===== config.mk =====
export PLATFORM = sky130hd
export DESIGN_NAME = gf2m571_mul_serial
export DESIGN_NICKNAME = d
export VERILOG_FILES = /design/src/rtl/sect571r1_pkg.sv /design/src/rtl/gf2m571_mul_serial.sv
export SDC_FILE = /design/constraint.sdc
export NUM_CORES = 2
export LEC_CHECK = 0
export CORE_AREA = 2 2 663 665
export CTS_BUF_LIST = sky130_fd_sc_hd__clkbuf_2
export DETAILED_ROUTE_END_ITERATION = 8
export DIE_AREA = 0 0 665 667
export GPL_ROUTABILITY_DRIVEN = 1
export PLACE_DENSITY = 0.44
export SYNTH_ARGS = -nofsm -noshare
export SYNTH_HDL_FRONTEND = slang
export SYNTH_SLANG_ARGS = --single-unit

===== constraint.sdc =====
create_clock -name clk -period 6.3 [get_ports clk]
set_input_delay 1.89 -clock clk [delete_from_list [all_inputs] [get_ports clk]]
set_output_delay 1.89 -clock clk [all_outputs]
set_load 0.1 [all_outputs]

===== src/rtl/sect571r1_pkg.sv =====
// sect571r1_pkg: field width, reduction polynomial, curve constants and FSM state shared by sect571r1 blocks.
package sect571r1_pkg;
    localparam int M = 571;
    typedef logic [M-1:0] gf_t;
    // low terms of f = z^571 + z^10 + z^5 + z^2 + 1; the z^571 term is implied by the shift-out bit
    localparam gf_t F_POLY = 571'h425;
    localparam gf_t B  = 571'h2F40E7E_2221F295_DE297117_B7F3D62F_5C6A97FF_CB8CEFF1_CD6BA8CE_4A9A18AD_84FFABBD_8EFA5933_2BE7AD67_56A66E29_4AFD185A_78FF12AA_520E4DE7_39BACA0C_7FFEFF7F_2955727A;
    localparam gf_t GX = 571'h303001D_34B85629_6C16C0D4_0D3CD775_0A93D1D2_955FA80A_A5F40FC8_DB7B2ABD_BDE53950_F4C0D293_CDD711A3_5B67FB14_99AE6003_8614F139_4ABFA3B4_C850D927_E1E7769C_8EEC2D19;
    localparam gf_t GY = 571'h37BF273_42DA639B_6DCCFFFE_B73D69D7_8C6C27A6_009CBBCA_1980F853_3921E8A6_84423E43_BAB08A57_6291AF8F_461BB2A8_B3531D2F_0485C19B_16E2F151_6E23DD3C_1A4827AF_1B8AC15B;
    typedef enum logic [1:0] {S_IDLE, S_MUL, S_FIN} state_t;
    function automatic gf_t gf_mulx(input gf_t v);
        return {v[M-2:0], 1'b0} ^ (v[M-1] ? F_POLY : '0);
    endfunction
endpackage


===== src/rtl/gf2m571_mul_serial.sv =====
// gf2m571_mul_serial: MSB-first bit-serial GF(2^571) multiplier, one bit of b per cycle, 571 cycles per product.
module gf2m571_mul_serial
    import sect571r1_pkg::*;
(
    input  logic clk,
    input  logic rst_n,
    input  logic clr,
    input  logic start,
    input  gf_t  a,
    input  gf_t  b,
    output logic done,
    output gf_t  p
);
    gf_t        a_q, b_q, acc_q;
    logic [9:0] cnt_q;
    logic       run_q;
    // p is the value acc takes on this edge; with done high it is the finished product
    assign p    = gf_mulx(acc_q) ^ (b_q[cnt_q] ? a_q : '0);
    assign done = run_q && (cnt_q == 10'd0);
    always_ff @(posedge clk or negedge rst_n) begin
        if (!rst_n) begin
            a_q   <= '0;
            b_q   <= '0;
            acc_q <= '0;
            cnt_q <= '0;
            run_q <= 1'b0;
        end else if (clr) begin
            a_q   <= '0;
            b_q   <= '0;
            acc_q <= '0;
            cnt_q <= '0;
            run_q <= 1'b0;
        end else if (start) begin
            a_q   <= a;
            b_q   <= b;
            acc_q <= '0;
            cnt_q <= 10'(M - 1);
            run_q <= 1'b1;
        end else if (run_q) begin
            acc_q <= p;
            cnt_q <= cnt_q - 10'd1;
            run_q <= (cnt_q != 10'd0);
        end
    end
endmodule


==> summary.txt <==
fresh numbers from the pnr run: total nets after synthesis=12500, fin cells=19400, status=finished, violations left, number of antenna violations at the first check in global routing=241, clk cell area share=3.15%, pin count of the biggest net entering global routing=227, Slew headroom=16.8%, Yosys Chip Area=103000 um^2, Avg Inst Size Synth=9.11 um^2, antenna-violating nets left=0, unrepaired setup endpoints after global routing=true, Hold Path Class=primary input to asynchronous set/reset pin, # placed instances=18100, Iteration-0 DRC Markers=8213, Signal inverters=573, Mapped Cells=11300, clock-pin slew on the worst setup and hold paths=100 ps, multi-input logic portion of the cell area=39.0%, violated checks=setup timing, Gate Area=57300 um^2, max-slew violations=0, Final period util=125%, cell count in the Yosys report=11300, endpoint class of the critical path=primary output, Tapcell Cnt=5757, drt first pass iters=8, CP Max Fanout=14, vias per inst=5.12, Top FF cell, synth=dfrtp_1, Logic pwr share=32.0%, Sequential Power Share=38.2%, PwrDens=216 nW/um^2, cts repair resizes=215, Tool Warnings=154, pre-CTS setup slack=-369 ps, post-DR wirelength/cell=26.7 um, H-tree Lvls=6, DRC Markers=0, top cell category=combinational gates, Final WS setup=-1550 ps, Internal=19.0 mW, worst slew pin tran=1250 ps, Finish-stage setup viols=572, final core utilization=33.7%, sw frac=40.0%, Non-clk bufs=2483, CP startpoint kind=flop, number of diodes=134, share of layout cells above drive strength 1=20.9%, Layout Nets=14300, vias in the first global route=95200, fraction of registers with async set/reset=100%, Post-CTS Hold Fix Bufs=166, GR Overflow Total=0, Fmax=127 MHz, Critical Path AT=5960 ps, Psw=12.7 mW, placed wire-length estimate=365000 um, Ys Warns=0
## routing by layer
| layer | up-vias | GRT usage, % | routed length, um |
|---|---|---|---|
| met3 | 990 | 4.27 | 29500 |
| met2 | 3352 | 35.8 | 246000 |
| met4 | 68 | 11.1 | 23800 |
| met5 | - | 0 | 458 |
| li1 | 45300 | - | - |
| met1 | 49500 | 28.3 | 216000 |
## kinds of logic after synthesis
logic type | after synthesis | share of synthesized area [%]
compound gates | 1804 | 9.65
xor+xnor | 582 | 4.94
fa+ha+maj | 1 | 0.0121
buf+inv | 1773 | 7.09
flops | 1724 | 41.8
mux | 1310 | 14.4
simple gates | 4122 | 22.1
## final timing paths
check                                               to                 start  slack, ps
min in group clk                  a_q[511]$_DFFE_PN0P_                a[511]        480
worst max-delay path                            p[188]  cnt_q[0]$_DFFE_PN0P_      -1550
max in group asynchronous         b_q[107]$_DFFE_PN0P_                 rst_n       4130
worst min-delay path              a_q[523]$_DFFE_PN0P_                 rst_n        470
worst min register to register    b_q[202]$_DFFE_PN0P_  b_q[202]$_DFFE_PN0P_        520
worst max register to register  acc_q[501]$_DFFE_PN0P_  cnt_q[1]$_DFFE_PN0P_       2160
## power by group through the flow
stage	logic (mW)	clock network (mW)	registers, mW
after floorplan	5.22	0	12.0
after global placement	9.41	0	12.3
after detailed placement	9.41	0	12.3
after CTS	9.81	9.91	12.1
after global routing	10.6	10.4	12.2
final	10.1	9.45	12.1
## synthesized netlist by cell type (10+ instances only)
cell type	n	share of area [%]
xnor2_1	576	4.9
a22oi_1	29	0.21
nand2_1	27	0.098
o21ai_1	1144	5.6
inv_1	570	2.1
buf_2	113	0.55
or3_1	574	3.5
nand3_1	1160	5.6
mux4_2	137	3.0
buf_4	18	0.13
nor4_1	570	3.5
clkbuf_1	895	3.3
and4_1	567	4.8
nor2b_1	10	0.061
nor3_1	13	0.063
buf_1	115	0.42
mux2i_1	1170	11
a21oi_1	12	0.058
dfrtp_1	1724	42
nor2_1	1174	4.3
buf_6	59	0.64
a31oi_1	580	3.5
## cells in the final DEF (no fill, tap or decap), drive strengths merged, types with 13 or more instances in the layout
cell	synthesis	layout
a22oi	29	29
a31oi	580	580
and4	567	567
buf	305	1142
clkbuf	895	783
clkdlybuf4s50	0	1142
clkinv	1	63
dfrtp	1724	1724
diode	0	134
dlygate4sd3	0	166
inv	572	590
mux2i	1170	1170
mux4	137	137
nand2	27	27
nand3	1160	1160
nor2	1174	1174
nor3	13	13
nor4	570	570
o21ai	1149	1149
or3	574	574
xnor2	576	576
## stage by stage
stage          area, um^2  total power, mW  hold slack, ps
5_1_grt            147000             33.2             192
3_5_place_dp       137000             21.7             505
6_report           147000             31.7             473
2_1_floorplan      106000             17.2             478
4_1_cts            145000             31.8          0.0331
3_3_place_gp       137000             21.7             496
## worst max-delay path, stage by stage (launching register included)
cell     delay (ps)
dfrtp_4         470
buf_12          170
buf_12          160
mux4_2          530
mux4_2          540
o22a_4          240
o31ai_2          70
a32oi_2          70
buf_4           150
o22a_4          280
buf_12          180
buf_12          190
buf_6           160
o21ai_2         160
xnor2_2         200
buf_4           200
buf_12          170
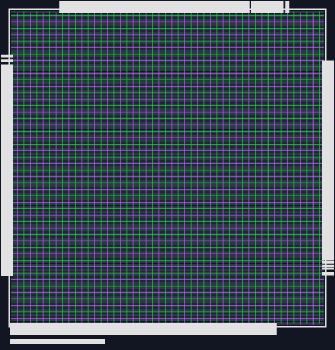
(supply network)
Scale bar: 200 um. Pins as bars on the die edge.
[VDD] green
[VSS] purple
rows: 243
met1 rails: 244
VDD IR-drop max: 0.167 mV
core region area: 437000 um^2
Die Ht: 667 um
die width: 665 um

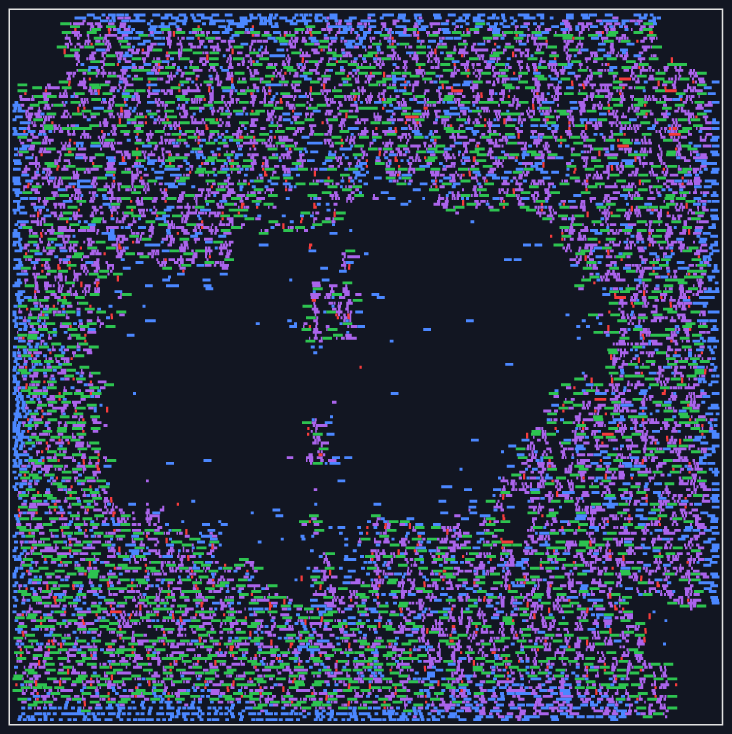
(cell classes on the final placement)
[all other logic] purple | cells: 8392
[clock drivers and dummy loads] red | cells: 862
[flip-flops] green | cells: 1724
[other buffers and delay cells] blue | cells: 2483
standard-cell rows: 243
Seq/total area: 29.4%
post-route design area: 147000 um^2

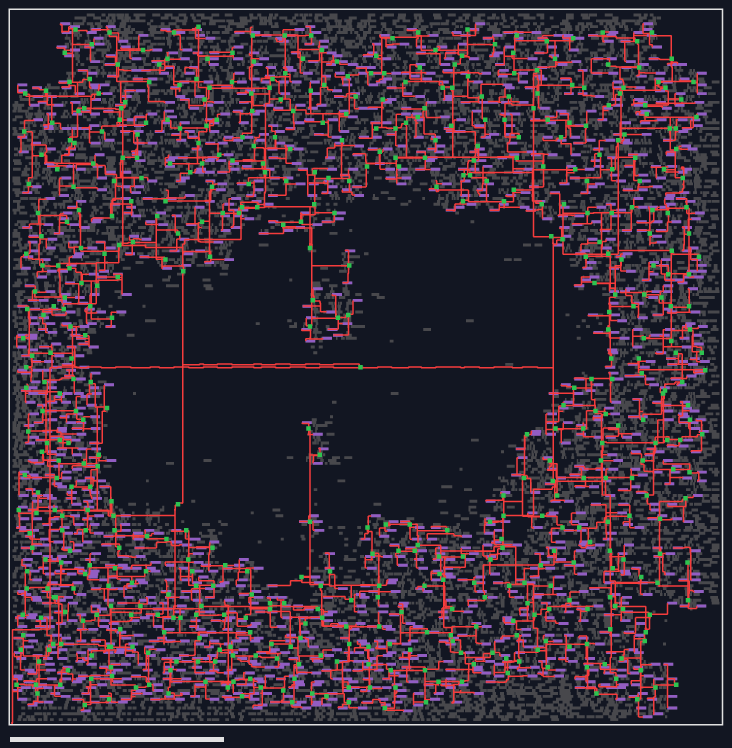
(clock wires, drivers and flops)
Scale bar: 200 um.
[clock wires] red | length: 35.4 mm
[cells driving clock nets] green | count: 549
[flip-flops] purple | count: 1724
routed clock nets: 550
flops lie: spread over the die
Power Clock: 9.45 mW
clock power share: 29.8%

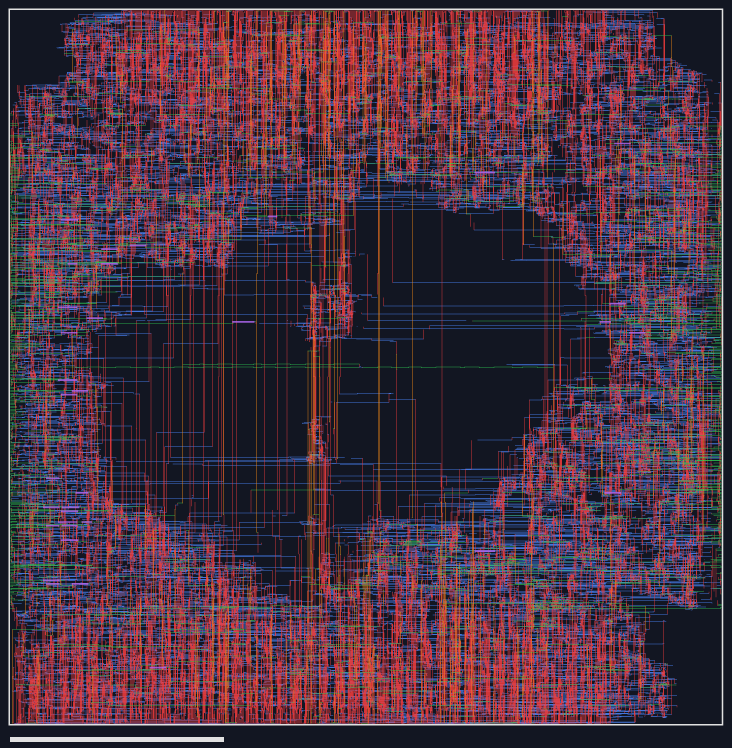
(signal wires by layer)
Scale bar: 200 um.
[met1] blue | wire length: 216 mm
[met5] purple | wire length: 458 um
[met2] red | wire length: 246 mm
[met3] green | wire length: 29.5 mm
[met4] orange | wire length: 23.8 mm
total number of vias: 99200
total track usage: 22.2%

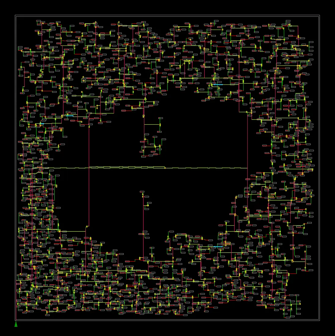
(clock wiring as the flow saved it)
seq_cells: 1724
Inserted Clock Buffers: 549
Setup Skew: 187 ps
Insertion Delay late pin: 2070 ps

No activity file was given, so power comes from the tool's default toggle rates.
